run_1/met1.png
Supply wires on this layer in grey.
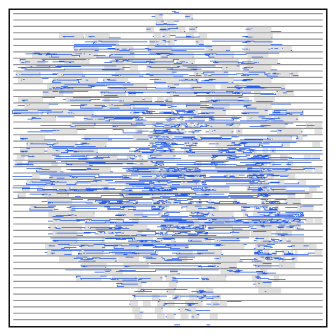
run_1/final_clocks.png
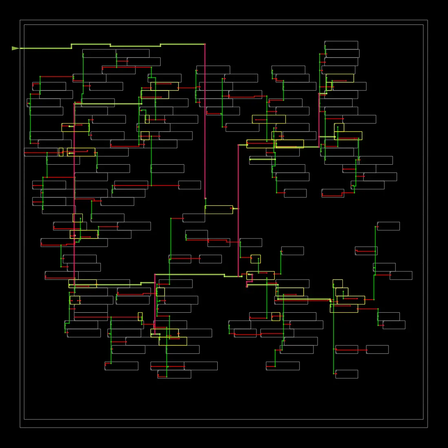
run_1/drive_strength.png
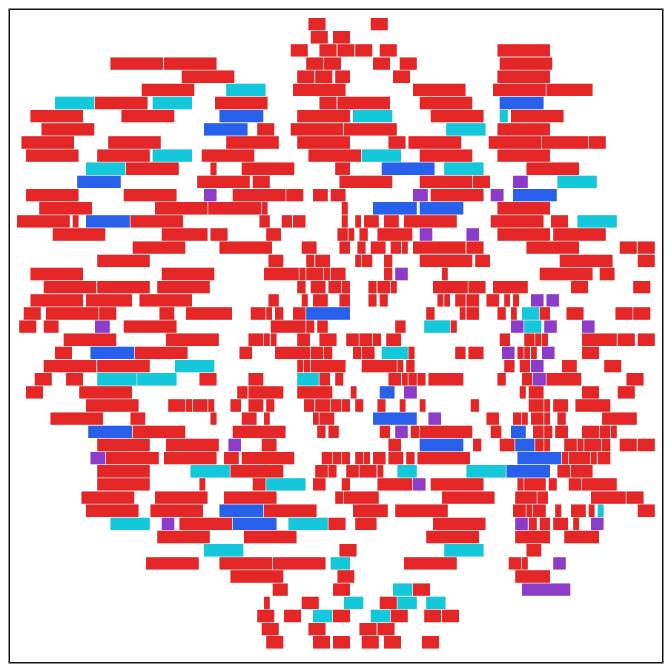
--- src/rtl/fetch_ras.sv ---
// Fetch stage with program counter, next-PC selection and an internal return-address stack.
// Optional macro FETCH_RAS_CIRCULAR_EN: a push onto a full stack overwrites the oldest entry instead of being dropped.
module fetch_ras #(
    parameter int ADDR_W = 14,
    parameter int RAS_DEPTH = 8,
    parameter logic [ADDR_W-1:0] RESET_VECTOR = '0
) (
    input  logic                         clock,
    input  logic                         reset,
    input  logic                         stall,
    input  logic [1:0]                   pc_sel,
    input  logic                         call,
    input  logic [ADDR_W-1:0]            branch_target_addr,
    input  logic [ADDR_W-1:0]            int_branch_addr,
    output logic [ADDR_W-1:0]            prog_mem_fetch_read_addr,
    output logic [ADDR_W-1:0]            ret_addr_out,
    output logic [$clog2(RAS_DEPTH):0]   ras_count,
    output logic                         ras_overflow,
    output logic                         ras_underflow
);

    localparam int PTR_W = $clog2(RAS_DEPTH);
    localparam int CNT_W = PTR_W + 1;
    localparam logic [CNT_W-1:0] FULL_CNT = CNT_W'(RAS_DEPTH);

    logic [ADDR_W-1:0] pc_q, pc_d;
    logic [PTR_W-1:0]  ptr_q, ptr_d;
    logic [CNT_W-1:0]  cnt_q, cnt_d;
    logic              ovf_q, ovf_d;
    logic              unf_q, unf_d;
    logic [ADDR_W-1:0] ras_q [RAS_DEPTH];

    logic [ADDR_W-1:0] pc_inc;
    logic [PTR_W-1:0]  top_idx;
    logic              push_req;
    logic              push_en;
    logic [ADDR_W-1:0] push_val;

    assign pc_inc  = pc_q + 1'b1;
    // ptr_q is the next free slot; the most recent entry sits just below it
    assign top_idx = ptr_q - 1'b1;

    always_comb begin
        pc_d     = pc_q;
        ptr_d    = ptr_q;
        cnt_d    = cnt_q;
        ovf_d    = 1'b0;
        unf_d    = 1'b0;
        push_req = 1'b0;
        push_en  = 1'b0;
        push_val = pc_inc;

        if (!stall) begin
            case (pc_sel)
                2'b00: pc_d = pc_inc;
                2'b01: begin
                    pc_d     = branch_target_addr;
                    push_req = call;
                end
                2'b10: begin
                    if (cnt_q != '0) begin
                        pc_d  = ras_q[top_idx];
                        ptr_d = top_idx;
                        cnt_d = cnt_q - 1'b1;
                    end else begin
                        pc_d  = pc_inc;
                        unf_d = 1'b1;
                    end
                end
                default: begin
                    // Interrupted instruction is squashed, so it must be re-fetched on return
                    pc_d     = int_branch_addr;
                    push_req = 1'b1;
                    push_val = pc_q;
                end
            endcase
        end

        if (push_req) begin
            if (cnt_q == FULL_CNT) begin
                ovf_d = 1'b1;
`ifdef FETCH_RAS_CIRCULAR_EN
                push_en = 1'b1;
                ptr_d   = ptr_q + 1'b1;
`else
                push_en = 1'b0;
`endif
            end else begin
                push_en = 1'b1;
                ptr_d   = ptr_q + 1'b1;
                cnt_d   = cnt_q + 1'b1;
            end
        end
    end

    always_ff @(posedge clock) begin
        if (reset) begin
            pc_q  <= RESET_VECTOR;
            ptr_q <= '0;
            cnt_q <= '0;
            ovf_q <= 1'b0;
            unf_q <= 1'b0;
        end else begin
            pc_q  <= pc_d;
            ptr_q <= ptr_d;
            cnt_q <= cnt_d;
            ovf_q <= ovf_d;
            unf_q <= unf_d;
        end
    end

    // Stack storage carries no reset; only the pointer and count define validity
    always_ff @(posedge clock) begin
        if (push_en && !reset) begin
            ras_q[ptr_q] <= push_val;
        end
    end

    assign prog_mem_fetch_read_addr = pc_q;
    assign ret_addr_out             = pc_inc;
    assign ras_count                = cnt_q;
    assign ras_overflow             = ovf_q;
    assign ras_underflow            = unf_q;

endmodule

--- config.mk ---
export PLATFORM = sky130hd
export DESIGN_NAME = fetch_ras
export DESIGN_NICKNAME = d
export VERILOG_FILES = /design/src/rtl/fetch_ras.sv
export SDC_FILE = /design/constraint.sdc
export NUM_CORES = 1
export LEC_CHECK = 0
export ABC_AREA = 0
export CORE_MARGIN = 1
export CORE_UTILIZATION = 35
export CTS_CLUSTER_SIZE = 30
export DETAILED_ROUTE_END_ITERATION = 6
export PLACE_DENSITY = 0.52
export SYNTH_ARGS = -nofsm -noshare
export SYNTH_HDL_FRONTEND = slang
export SYNTH_SLANG_ARGS = --single-unit
export TNS_END_PERCENT = 10
--- constraint.sdc ---
create_clock -name clock -period 3.9 [get_ports clock]
set_input_delay 0.39 -clock clock [delete_from_list [all_inputs] [get_ports clock]]
set_output_delay 0.39 -clock clock [all_outputs]
set_load 0.05 [all_outputs]
==> run notes, run 1 <==
fresh numbers from the pnr run: GR Util met3 4.50%, combinational share of cell area 28.3%, Via-to-Cell Ratio 5.52, layout cells sized above 1 16.3%, RSZ-0062 raised after global routing false, Hold Vio Cnt, Final 0, Slew headroom 38.5%, yosys warns 0, first-pass GRT wire length 25100 µm, Core Util at FP 35.8%, H-tree levels 4, total gr overflow 0, diode count 0, area fraction in mux cells 13.2%, worst hold slack 0.598 ns, Row Count 48, Dominant flop cell edfxtp_1, met3 WL 1070 µm, fin nets 546, CTS tree done, core area 17200 µm², Iter 0 DRT Violations 299, post-synth top area cell edfxtp_1, number of nets still failing antenna checks after routing 0, crit path DAT 2.92 ns, crit path launch prog_mem_fetch_read_addr[0], hold endpoint ras_count[2], most numerous logic cell after layout edfxtp_1, Crit. End Element output pin, Layout non-clock buf frac 10.6%, routability congestion estimate 0.869, Logic inverters 11, post-CTS setup repair buffer count 0, DPL Wire Length 11400 µm, drt first pass iters 5, Synth top cell by count edfxtp_1, Top Layout Cells edfxtp_1 (112), clkdlybuf4s50_1 (67), nor2_1 (29), Netlist cell types 56, total CTS buffers 17, Layout fillers 1529, Die X 135 µm, xor/xnor share 4.42%, crit start category register, setup slack, reg-to-reg 1.02 ns, Register Area 3820 µm², root cell of the clock tree clkbuf_16, fin crit period 3.31 ns, Largest area class, layout flip-flops and latches, CP max FO 7, Placement Setup Slack 0.934 ns, gr usage total 19.7%, Reg-to-Reg End prog_mem_fetch_read_addr[13], IO Count 68, Seq area share 49.6%, Clock transition at path regs 0.06 ns, FA/HA/MAJ Cells, Area Fraction 1.01%, WHS Path Cells 2, CTS Buffer Depth 2, M2 GR Usage 30.8%, status finished clean, mi-comb count 255, Syn Std Cell Area 6180 µm², pwr dens 570 nW/µm², Compound-Gate Fraction of Synth Area 8.23%, Late-Pin Clk Latency 0.42 ns, Layout clock area frac 7.24%, Final Total Pwr 4.39 mW, Logic area 2190 µm², critical path required time 3.51 ns, CTS sink count 135, worst setup path endpoint ret_addr_out[10], Cell area leaders edfxtp_1 (54%), mux4_2 (7.7%), dfxtp_1 (7.5%), cts-stage hold buffer count 0, Die ar. 18200 µm², Post-CTS Resized 0, number of antenna violations at the first check in global routing 0, Wirelength per Cell 22.7 µm, Max Freq 302 MHz, DRC errors left 0, tool warnings 28, DP Area 7150 µm², Worst R2R Path Depth 8, vias in the first global route 4062, IO buf count 67, Hold WC Path Type register to register, crit share post-route 84.8%, Fin Clk Skew 0.00743 ns, setup TNS 0 ns, largest net degree at the start of global routing 32, Final setup viols 0, busiest grt layer met2, critical path type register to output pin, Post-synth EDFFs 112, Post-synth ARST share 0%, Tap Cells 225, mean post-synth cell area 14.4 µm², Leak 2.60 nW, area share of the largest cell type after synthesis 54.5%, top cells by count, synth edfxtp_1 (112), nor2_1 (29), dfxtp_1 (23), registers 135, fin. max-slew vios 0, final core utilization 44.7%, Worst-Margin Slew 0.923 ns, Worst R2R Start ptr_q[1], syn_nets 467, top routing layer in use met4, yosys simple share 8.39%, ys cells 428, top logic cell family in the synthesized netlist multiplexers, metal2 WL 7900 µm, Syn Inst Count 428
Notes on met1.png above:
The layer carries 7330 µm of wire. The longest straight run is 53.4 µm. The wires run mostly horizontal. The layer holds 43% of the routed length. 487 nets have wire on it.
routed via count: 4110
Detailed Route WL: 16900 µm
GRT met1 Usage: 25.9%

Notes on final_clocks.png above:
clock group power: 1.50 mW
# clk buffers: 19

Notes on drive_strength.png above:
Key: purple = drive 3 to 4 [cells 28, share 5.4%]; blue = drive 6 and up [cells 21, share 4.0%]; red = drive 1 or less [cells 435, share 84%]; cyan = drive 2 [cells 36, share 6.9%]
final worst slack: 0.592 ns
non-clock buffer count: 87
area grow syn2layout: 24.9%
Finished Cell Area: 7710 µm²

run 1: worst max-delay path, stage by stage (launching register included):
cell and delay (ns):
dfxtp_1 0.46, ha_1 0.39, nand3_1 0.20, nor3_1 0.26, xor2_1 0.31, clkdlybuf4s50_1 0.87
run 1: cell families after synthesis:
logic type	after synthesis
fa+ha+maj	5
compound gates	75
xor+xnor	29
simple gates	100
buf+inv	38
mux	46
flops	135
run 1: state kept, by name, summed over array words and instances, names as in the netlist:
signal,count
ras_q,112
prog_mem_fetch_read_addr,14
ras_count,4
ptr_q,3
ras_overflow,1
ras_underflow,1
run 1: power by group:
part | switching (mW) | internal, mW | leakage, nW
clock | 0.614 | 0.883 | 0.263
sequential | 0.0717 | 1.64 | 1.22
combinational | 0.687 | 0.501 | 1.12
total | 1.37 | 3.02 | 2.60
--- run 2 (diff from run 1) ---
==> constraint.sdc (replaced) <==
create_clock -name clock -period 3.21 [get_ports clock]
set_input_delay 0.321 -clock clock [delete_from_list [all_inputs] [get_ports clock]]
set_output_delay 0.321 -clock clock [all_outputs]
set_load 0.05 [all_outputs]
run_2/met1.png
Supply wires on this layer in grey.
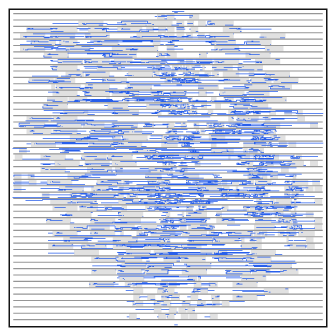
The longest straight run is 49.7 µm. The layer holds 44% of the routed length.
GRT met1 Usage: 26.9%
routed via count: 4137
Detailed Route WL: 17500 µm

run_2/clock_map.png
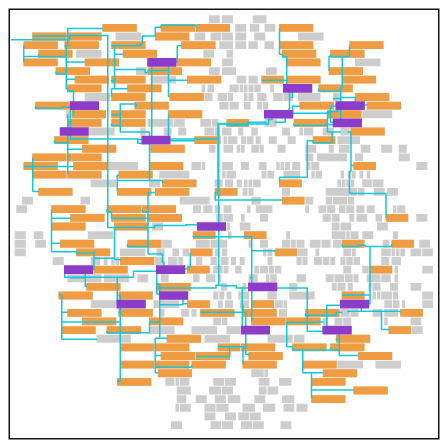
Key: cyan = clock wires [length 1700 µm]; orange = flip-flops [count 135]; purple = cells driving clock nets [count 17]
Position of the flops: widely spread.
clock group power: 1.91 mW
Fin Clk Skew: 0.00870 ns

==> run 2 against run 1 <==
- final cell count is 1.6% higher
- die size unchanged
- first-iteration DRC count up 23%
- count of clock-buffer cells in the layout down 2
- non-clock buffer count up 13
- worst hold slack got worse by 0.059 ns
==> run notes, run 2 <==
fresh numbers from the pnr run: Tap Cells 225 (unchanged), slowest CP cell clkdlybuf4s50_1, layout cells sized above 1 19.0% (+2.6 points), FA/HA/MAJ Cells, Area Fraction 1.01% (unchanged), Via-to-Cell Ratio 5.46 (-0.94%), Logic area 2190 µm² (unchanged), Syn Std Cell Area 6180 µm² (unchanged), switching fraction of total power 30.6% (-0.61 points), # clk buffers 17 (-2), Core Util at FP 35.8% (unchanged), Power Internal 3.76 mW (+25%), Max Freq 333 MHz, fin nets 559 (+2.4%), Register Area 3820 µm² (unchanged), yosys simple share 8.39% (unchanged), number of flip-flops in the largest register 112 (unchanged), Die ar. 18200 µm² (unchanged), top cells by count, synth edfxtp_1 (112), nor2_1 (29), dfxtp_1 (23), Clk pwr share 35.1% (+1.0 points), Post-synth ARST share 0% (unchanged), final worst slack 0.204 ns (-0.387 ns), Leak 2.77 nW (+6.4%), first-pass GRT wire length 26600 µm (+6.1%), crit path DAT 2.68 ns (-0.24 ns), Worst R2R Start ptr_q[1], Comb power 1.45 mW (+22%), Layout fillers 1525 (-0.26%), most numerous logic cell after layout edfxtp_1, Final Total Pwr 5.42 mW (+24%), Worst-Margin Slew 0.976 ns (+0.0529 ns), worst setup path endpoint ret_addr_out[4], vias in the first global route 4287 (+5.5%), largest net degree at the start of global routing 22 (-31%), mi-comb count 255 (unchanged), fin. max-slew vios 0 (unchanged), Cell area leaders edfxtp_1 (54%), mux4_2 (7.7%), dfxtp_1 (7.5%), status finished clean, critical path required time 2.89 ns (-0.62 ns), syn_nets 467 (unchanged), top logic cell family in the synthesized netlist multiplexers, CTS Buffer Depth 2 (unchanged), Iter 0 DRT Violations 369 (+23%), share of total power in sequential cells 38.1% (-0.8 points), Post-synth EDFFs 112 (unchanged), Hold WC Path Type primary input to register, Die X 135 µm (unchanged), Post-CTS Resized 2 (+2), Top Layout Cells edfxtp_1 (112), clkdlybuf4s50_1 (60), buf_4 (32), Netlist cell types 56 (unchanged), Largest area class, layout flip-flops and latches, crit path launch prog_mem_fetch_read_addr[1], worst path bufs/invs 1 (unchanged), yosys warns 0 (unchanged), crit start category register, setup TNS 0 ns (unchanged), Worst R2R Path Depth 7 (-1), RSZ-0062 raised after global routing false, Biggest register ras_q, DRC errors left 0 (unchanged), CP max FO 7 (unchanged), Synth top cell by count edfxtp_1, max incr delay on CP 0.88 ns (about the same), number of nets still failing antenna checks after routing 0 (unchanged), combinational share of cell area 27.8% (-0.52 points), non-clock buffer count 100 (+15%), xor/xnor share 4.42% (unchanged), fin crit period 3.01 ns, area grow syn2layout 27.2%, post-CTS setup repair buffer count 0 (unchanged), Dominant flop cell edfxtp_1, cell family with most CP delay buffers and inverters, tool warnings 28 (unchanged), critical path depth in cells 4 (-1), Sequential Power 2.07 mW (+21%), gr usage total 20.6% (+0.94 points), Hold Vio Cnt, Final 0 (unchanged), Top Consumer sequential cells, Syn Inst Count 428 (unchanged), registers 135 (unchanged), area fraction in mux cells 13.2% (unchanged), diode count 0 (unchanged), Row Count 48 (unchanged), CTS sink count 135 (unchanged), DP Area 7270 µm² (+1.7%), Late-Pin Clk Latency 0.42 ns (about the same), area share of the largest cell type after synthesis 54.5% (unchanged), ys cells 428 (unchanged), Finished Cell Area 7860 µm² (+1.9%)
-- run 2: per-stage QoR --
stage	std cells	utilization, %	hold slack, ns
2_1_floorplan	428	-	0.501
3_3_place_gp	726	42.2	0.575
3_5_place_dp	726	42.2	0.573
4_1_cts	757	45.5	0.539
5_1_grt	757	45.6	0.557
6_report	757	45.6	0.539
-- run 2: cells by family after synthesis --
group / after synthesis
buffers and inverters: 38
AND/OR/NAND/NOR: 100
adder cells (fa/ha/maj): 5
flip-flops: 135
multiplexers: 46
XOR/XNOR: 29
AND-OR/OR-AND: 75
-- run 2: per-layer routing --
layer | part of all wire (%) | up-vias | GRT usage (%)
met1 | 44 | 2074 | 26.9
met3 | 6.2 | 39 | 5.44
li1 | - | 1858 | -
met4 | 3.5 | 0 | 9.43
met2 | 47 | 166 | 32.3
met5 | 0 | - | 0
No activity file was given, so power comes from the tool's default toggle rates.
